Figure 1. Nets reached from selected ports.
Bar = 20 microns.
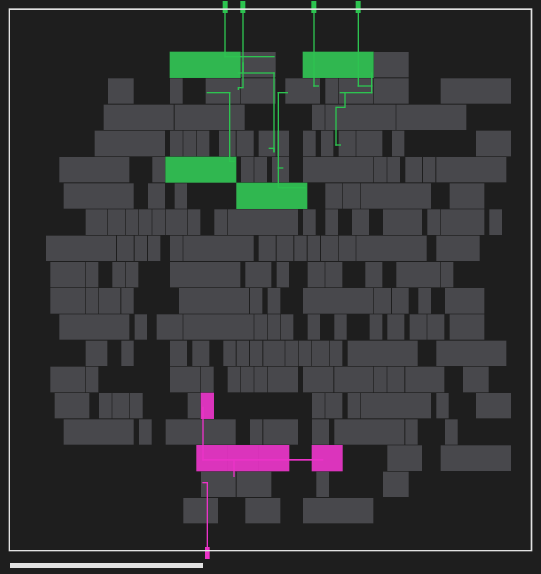
Figure 2. Clock wiring as the flow saved it.
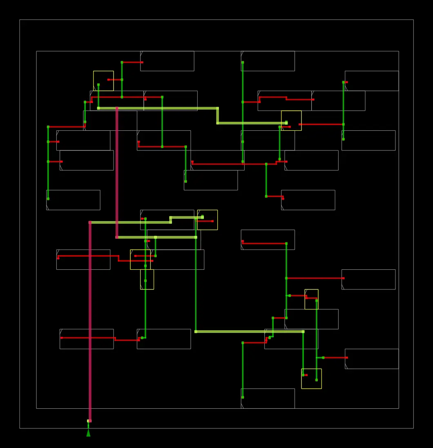
--- config.mk ---
export PLATFORM = sky130hd
export DESIGN_NAME = serial_addcmp_flat
export DESIGN_NICKNAME = d
export VERILOG_FILES = /design/src/rtl/serial_addcmp_if.sv /design/src/rtl/serial_addcmp.sv /design/src/flat_wrapper.sv
export SDC_FILE = /design/constraint.sdc
export NUM_CORES = 1
export LEC_CHECK = 0
export ABC_AREA = 1
export CAP_MARGIN = 15
export CORE_AREA = 2 2 52 54
export DETAILED_ROUTE_END_ITERATION = 8
export DIE_AREA = 0 0 54 56
export PLACE_DENSITY = 0.84
export RECOVER_POWER = 25
export SYNTH_ARGS = -nofsm -noshare
export SYNTH_HDL_FRONTEND = slang
export SYNTH_SLANG_ARGS = --single-unit
--- constraint.sdc ---
create_clock -name clk -period 3.2 [get_ports clk]
set_input_delay 0.96 -clock clk [delete_from_list [all_inputs] [get_ports clk]]
set_output_delay 0.96 -clock clk [all_outputs]
set_load 0.005 [all_outputs]
--- src/rtl/serial_addcmp_if.sv ---
// Handshake and result bundle for the bit-serial add/subtract/compare unit.
// The master side issues operations; the slave side is the datapath.
interface serial_addcmp_if #(
   parameter int WIDTH = 4
);
   logic             start;
   logic             op_sub;
   logic [WIDTH-1:0] a;
   logic [WIDTH-1:0] b;
   logic             busy;
   logic             done;
   logic [WIDTH-1:0] result;
   logic             cout;
   logic             a_gt_b;
   logic             a_eq_b;
   logic             a_lt_b;

   modport master (
      output start, op_sub, a, b,
      input  busy, done, result, cout, a_gt_b, a_eq_b, a_lt_b
   );

   modport slave (
      input  start, op_sub, a, b,
      output busy, done, result, cout, a_gt_b, a_eq_b, a_lt_b
   );
endinterface

--- src/rtl/serial_addcmp.sv ---
// Bit-serial adder/subtractor with unsigned magnitude compare.
// Operands are captured on an accepted start and consumed LSB first, one bit
// per clock. Sum bits enter a shadow register from the MSB side; the shadow
// and the compare flags are copied to the visible outputs only when the last
// bit is processed, so the outputs stay stable for the whole run.
module serial_addcmp #(
   parameter  int WIDTH = 4,
   localparam int CNT_W = $clog2(WIDTH) + 1
) (
   input  logic            clk,
   input  logic            rst,
   serial_addcmp_if.slave  bus
);

   typedef enum logic [1:0] {
      IDLE = 2'd0,
      RUN  = 2'd1,
      DONE = 2'd2
   } state_t;

   // Full-adder carry: majority of the three inputs.
   function automatic logic maj3(input logic x, input logic y, input logic z);
      return (x & y) | (x & z) | (y & z);
   endfunction

   state_t           state_r;
   logic [WIDTH-1:0] a_sh_r;
   logic [WIDTH-1:0] b_sh_r;      // b, or ~b when subtracting
   logic [WIDTH-1:0] sum_sh_r;
   logic [CNT_W-1:0] cnt_r;
   logic             carry_r;
   logic             sub_r;
   logic             gt_r;
   logic             eq_r;

   logic             a_bit_s;
   logic             bp_bit_s;
   logic             b_bit_s;
   logic             sum_bit_s;
   logic             carry_nxt_s;
   logic             gt_nxt_s;
   logic             eq_nxt_s;
   logic             last_s;
   logic [WIDTH-1:0] sum_nxt_s;

   // Per-bit datapath: one full-adder step plus one compare step on bit 0.
   always_comb begin
      a_bit_s     = a_sh_r[0];
      bp_bit_s    = b_sh_r[0];
      // Compare must see the original b bit, so undo the subtract inversion.
      b_bit_s     = bp_bit_s ^ sub_r;
      sum_bit_s   = a_bit_s ^ bp_bit_s ^ carry_r;
      carry_nxt_s = maj3(a_bit_s, bp_bit_s, carry_r);
      sum_nxt_s   = {sum_bit_s, sum_sh_r[WIDTH-1:1]};
      last_s      = (cnt_r == CNT_W'(WIDTH - 1));
      // A differing bit decides the order; later (higher) bits overwrite it.
      if (a_bit_s != b_bit_s) begin
         gt_nxt_s = a_bit_s;
         eq_nxt_s = 1'b0;
      end else begin
         gt_nxt_s = gt_r;
         eq_nxt_s = eq_r;
      end
   end

   // Control FSM, operand shifting and registered result outputs.
   always_ff @(posedge clk) begin
      if (rst) begin
         state_r    <= IDLE;
         a_sh_r     <= {WIDTH{1'b0}};
         b_sh_r     <= {WIDTH{1'b0}};
         sum_sh_r   <= {WIDTH{1'b0}};
         cnt_r      <= {CNT_W{1'b0}};
         carry_r    <= 1'b0;
         sub_r      <= 1'b0;
         gt_r       <= 1'b0;
         eq_r       <= 1'b1;
         bus.busy   <= 1'b0;
         bus.done   <= 1'b0;
         bus.result <= {WIDTH{1'b0}};
         bus.cout   <= 1'b0;
         bus.a_gt_b <= 1'b0;
         bus.a_eq_b <= 1'b0;
         bus.a_lt_b <= 1'b0;
      end else begin
         bus.done <= 1'b0;
         case (state_r)
            IDLE, DONE: begin
               // DONE accepts a new start too, giving back-to-back operation.
               if (bus.start) begin
                  a_sh_r   <= bus.a;
                  b_sh_r   <= bus.op_sub ? ~bus.b : bus.b;
                  carry_r  <= bus.op_sub;
                  sub_r    <= bus.op_sub;
                  sum_sh_r <= {WIDTH{1'b0}};
                  cnt_r    <= {CNT_W{1'b0}};
                  gt_r     <= 1'b0;
                  eq_r     <= 1'b1;
                  bus.busy <= 1'b1;
                  state_r  <= RUN;
               end else begin
                  bus.busy <= 1'b0;
                  state_r  <= IDLE;
               end
            end
            RUN: begin
               a_sh_r   <= {1'b0, a_sh_r[WIDTH-1:1]};
               b_sh_r   <= {1'b0, b_sh_r[WIDTH-1:1]};
               sum_sh_r <= sum_nxt_s;
               carry_r  <= carry_nxt_s;
               gt_r     <= gt_nxt_s;
               eq_r     <= eq_nxt_s;
               if (last_s) begin
                  bus.busy   <= 1'b0;
                  bus.done   <= 1'b1;
                  bus.result <= sum_nxt_s;
                  bus.cout   <= carry_nxt_s;
                  bus.a_gt_b <= gt_nxt_s;
                  bus.a_eq_b <= eq_nxt_s;
                  bus.a_lt_b <= ~gt_nxt_s & ~eq_nxt_s;
                  state_r    <= DONE;
               end else begin
                  cnt_r <= cnt_r + CNT_W'(1);
               end
            end
            default: begin
               bus.busy <= 1'b0;
               state_r  <= IDLE;
            end
         endcase
      end
   end

endmodule
--- src/flat_wrapper.sv ---
// flat-port wrapper written by rule: the top's interface ports become plain ports
module serial_addcmp_flat 
#(
   parameter  int WIDTH = 4,
   localparam int CNT_W = $clog2(WIDTH) + 1
)
  (clk, rst, bus_start, bus_op_sub, bus_a, bus_b, bus_busy, bus_done, bus_result, bus_cout, bus_a_gt_b, bus_a_eq_b, bus_a_lt_b);
  serial_addcmp_if #(.WIDTH(WIDTH)) bus_i ();
  input  logic clk;
  input  logic rst;
  input wire logic [$bits(bus_i.start)-1:0] bus_start;
  input wire logic [$bits(bus_i.op_sub)-1:0] bus_op_sub;
  input wire logic [$bits(bus_i.a)-1:0] bus_a;
  input wire logic [$bits(bus_i.b)-1:0] bus_b;
  output wire logic [$bits(bus_i.busy)-1:0] bus_busy;
  output wire logic [$bits(bus_i.done)-1:0] bus_done;
  output wire logic [$bits(bus_i.result)-1:0] bus_result;
  output wire logic [$bits(bus_i.cout)-1:0] bus_cout;
  output wire logic [$bits(bus_i.a_gt_b)-1:0] bus_a_gt_b;
  output wire logic [$bits(bus_i.a_eq_b)-1:0] bus_a_eq_b;
  output wire logic [$bits(bus_i.a_lt_b)-1:0] bus_a_lt_b;
  assign bus_i.start = bus_start;
  assign bus_i.op_sub = bus_op_sub;
  assign bus_i.a = bus_a;
  assign bus_i.b = bus_b;
  assign bus_busy = bus_i.busy;
  assign bus_done = bus_i.done;
  assign bus_result = bus_i.result;
  assign bus_cout = bus_i.cout;
  assign bus_a_gt_b = bus_i.a_gt_b;
  assign bus_a_eq_b = bus_i.a_eq_b;
  assign bus_a_lt_b = bus_i.a_lt_b;
  serial_addcmp #(.WIDTH(WIDTH)) u_core (.clk(clk), .rst(rst), .bus(bus_i));
endmodule
==> results.toml <==
# yosys + openroad results
[place]
gp_congestion = 0.8187
post-place-ws_ns = 0.8533
port_buffers = 21
placed_area_sq_um = 1499

[detailed_routing]
drc = 0
wl_mm = 2.407
dr.pass1.iters = 4
num_vias = 1057
wl_per_cell_microns = 11.35
route.met3.wl_microns = 141
via_per_inst = 4.986

[cells_and_area]
reg_top3 = "u_core.a_sh_r x4, u_core.b_sh_r x4, u_core.bus.result x4"
post-route-cell-area_sq_um = 1538
nets = 197
area_growth_pct = 20.02
lay_top_count = "nand2_1"
instances_no_fill = 212
diodes = 0
lay_top_cells = "48 x nand2_1, 30 x dfxtp_1, 19 x clkdlybuf4s50_1, 16 x inv_1, 11 x a21oi_1"

[run_status]
status = "finished clean"

[yosys]
yosysTopAreaCellShare = 0.4688
common_cells = "47 x nand2_1, 30 x dfxtp_1, 15 x inv_1"
ys_types = 25
edf_count = 0
synth_warnings = 0
netlist.top_cell.by_area = "dfxtp_1"
top_cell = "nand2_1"

[global_routing]
grt_util_met1 = 0.2007
grt.busiest_layer = "met2"
antenna_found_initial = 0
grt_max_degree = 18

[final_timing]
worst_hold_slack_ns = 0.4671
max-slew-margin-rel = 0.7402
skew_ns = 0.008202
fmax_mhz = 418.9

[run]
drv_cap = 0

[power_and_ir_drop]
power_density_nw_per_um2 = 453.7
leakagePower_nw = 0.6402

[min_path]
hold_depth = 2

[setup_path]
r2r-start = "u_core.state_r[0]"
cp.arrival_ns = 2.65
path_class = "in2reg"
crit_path_end = "u_core.cnt_r[2]"

[die]
dieHeight_microns = 56
dieArea_sq_um = 3024
io_pins = 22

[clocking]
clk_pin_slew_ns = 0.09
cts_setup_buffers = 0
About Figure 1:
[bus_op_sub] magenta | bits: 1 | direction: input | edge: bottom | end cells: 5 | buffers: 1 | wire: 26.6 microns
[bus_result] green | bits: 4 | direction: output | edge: top | end cells: 4 | buffers: 4 | wire: 84.9 microns

About Figure 2:
clk sinks: 30
CTS Buf Count: 5
clock buffer count: 5
worst skew pair latency: 0.33 ns
seq_cells: 30

final cells by class:
| class | count | area (sq um) |
|---|---|---|
| Fill cell | 228 | 894.6 |
| Inverter | 20 | 76.32 |
| Sequential cell | 30 | 600.6 |
| Clock buffer | 5 | 37.54 |
| Timing Repair Buffer | 22 | 217.7 |
| Clock inverter | 2 | 10.01 |
| Multi-Input combinational cell | 103 | 558.0 |
| Tap cell | 30 | 37.54 |
worst max-delay path: stages:
cell and delay, ns:
dlygate4sd3_1 0.53, nand2_1 0.25, clkinvlp_2 0.44, nor2_8 0.25
nor2_1 0.07, a211oi_2 0.14
power by group:
| group | switching (mW) | internal, mW |
|---|---|---|
| logic | 0.0542 | 0.0399 |
| clock network | 0.126 | 0.0787 |
| registers | 0.0105 | 0.389 |
Power is estimated from default activity; no workload was simulated.
